Design cdb_arbiter_flat, sky130hd; sources not shown.
Gate families picked out:
The bar under the picture is 50 um long.
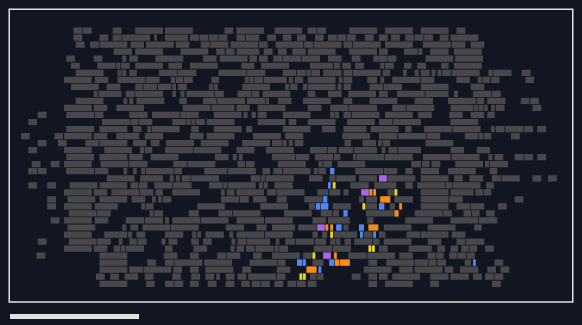
family	colour	cells
NOR gates	orange	12
XOR/XNOR gates	purple	4
inverters	yellow	9
NAND gates	blue	16
multi-input combinational area share: 0.250
Non-Filler Instances: 1042
Top cell excl fill/tap: edfxtp_1

Track usage over the die:
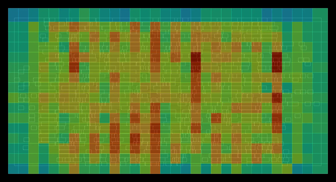
Most Crowded Layer GR: met2
met3 usage: 0.0303
drt wl/cell: 19.5 um

Drive-strength map:
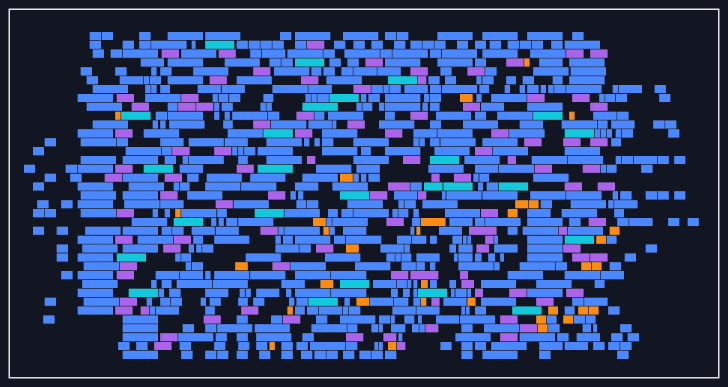
size	colour	cells	share	most used
drive 2	orange	33	4.4%	mux2_2
drive 1 or less	blue	593	79%	edfxtp_1
drive 6 and up	cyan	25	3.3%	clkbuf_16
drive 3 to 4	purple	99	13%	mux2_4
final setup margin: 4.15 ns
final instance area: 12000 um2

==> impl_metrics.ini <==
; implementation run metrics
[run_status]
outcome = completed

[finish]
post-route-util = 0.573
clkCellAreaFrac = 0.0584
antennaDiodeCount = 0
nonClkBufAreaFrac = 0.121
fin_nets = 834
num-clock-buffers = 25
inv_count = 9
largest_class = sequential cells
area_growth_pct = 22.2
fillers = 1656
mostFrequentLayoutCells = edfxtp_1 (176), clkdlybuf4s50_1 (139), mux2_4 (80), dfxtp_1 (56), mux2i_1 (46)
drive_above_1_share = 0.209
regArea_um2 = 6470

[sta]
drv_slew = 0
slew_headroom = 0.179
rsz0062_at_grt = no
setup-tns-final_ns = 0
hold_violations = 0
setup_viol = 0
period_minus_slack_ns = 3.60
whs_ns = 0.456

[floorplan]
fp_util = 0.469
die_area_um2 = 24500
rows = 37
dieHeight_um = 113
io_pins = 141
coreArea_um2 = 21000
num_tap_cells = 292

[setup_path]
crit_type = flip-flop to output pin
worstPathMaxFanout = 3
worst_setup_path_end_kind = output pin
r2r_slack_ns = 4.64
cp_common_cell = inv_1
slowest_stage = clkdlybuf4s50_1
arrival_ns = 1.66
crit_required_ns = 5.81
cp_num_buf_inv = 3
path_cells = nand2b_1 -> inv_1 -> inv_1 -> clkdlybuf4s50_1
worstRegToRegCells = 9

[drt]
dr_wl_met3_um = 820
postRouteAntennaNets = 0
drt_first_pass_iters = 4
drc = 0
topRoutingLayerUsed = met4
vias = 5343
drt_wl_total_um = 20300

[grt]
grt-ovfl-total = 0
use_met2 = 0.289
first_global_vias = 5817

[yosys]
ys_cells = 604
top_area_cell = edfxtp_1
aoi_share = 0.0925
mux_share = 0.178
topCellsByArea = edfxtp_1 (54%), mux2_4 (12%), dfxtp_1 (12%), mux2i_1 (4.7%), o31a_1 (3.9%)
synth.top_cell.area_share = 0.536
syn_area_um2 = 9860
synth_cells = 604
common_cells = edfxtp_1 (176), mux2_4 (80), dfxtp_1 (59)
xor_share = 0.00355
edf_count = 176
ys_types = 33
postSynthSeqShare = 0.656
synth_area_per_cell_um2 = 16.3
fa_ha_area_frac = 0.00888

[clock_tree]
cts_buffer_depth = 3
insertion_delay_ns = 0.51
postCtsResizedCells = 0
post-cts-setup-buffers = 0
clkTransAtPathRegs_ns = 0.06
cts_max_level = 1
cts_inserted_buffers = 22

[power]
leakagePower_nw = 4.40
p_seq_frac = 0.443
p_sw_frac = 0.303
p_comb_mw = 1.26
ir_worst_vdd_mv = 0.207
total_power_mw = 4.15
clkPwrFrac = 0.253
pg_clk_mw = 1.05

[placed_design]
io_buffers = 140
dp.cells = 1003

[min_path]
hold_path_depth = 2
hold_path.class = flip-flop to flip-flop
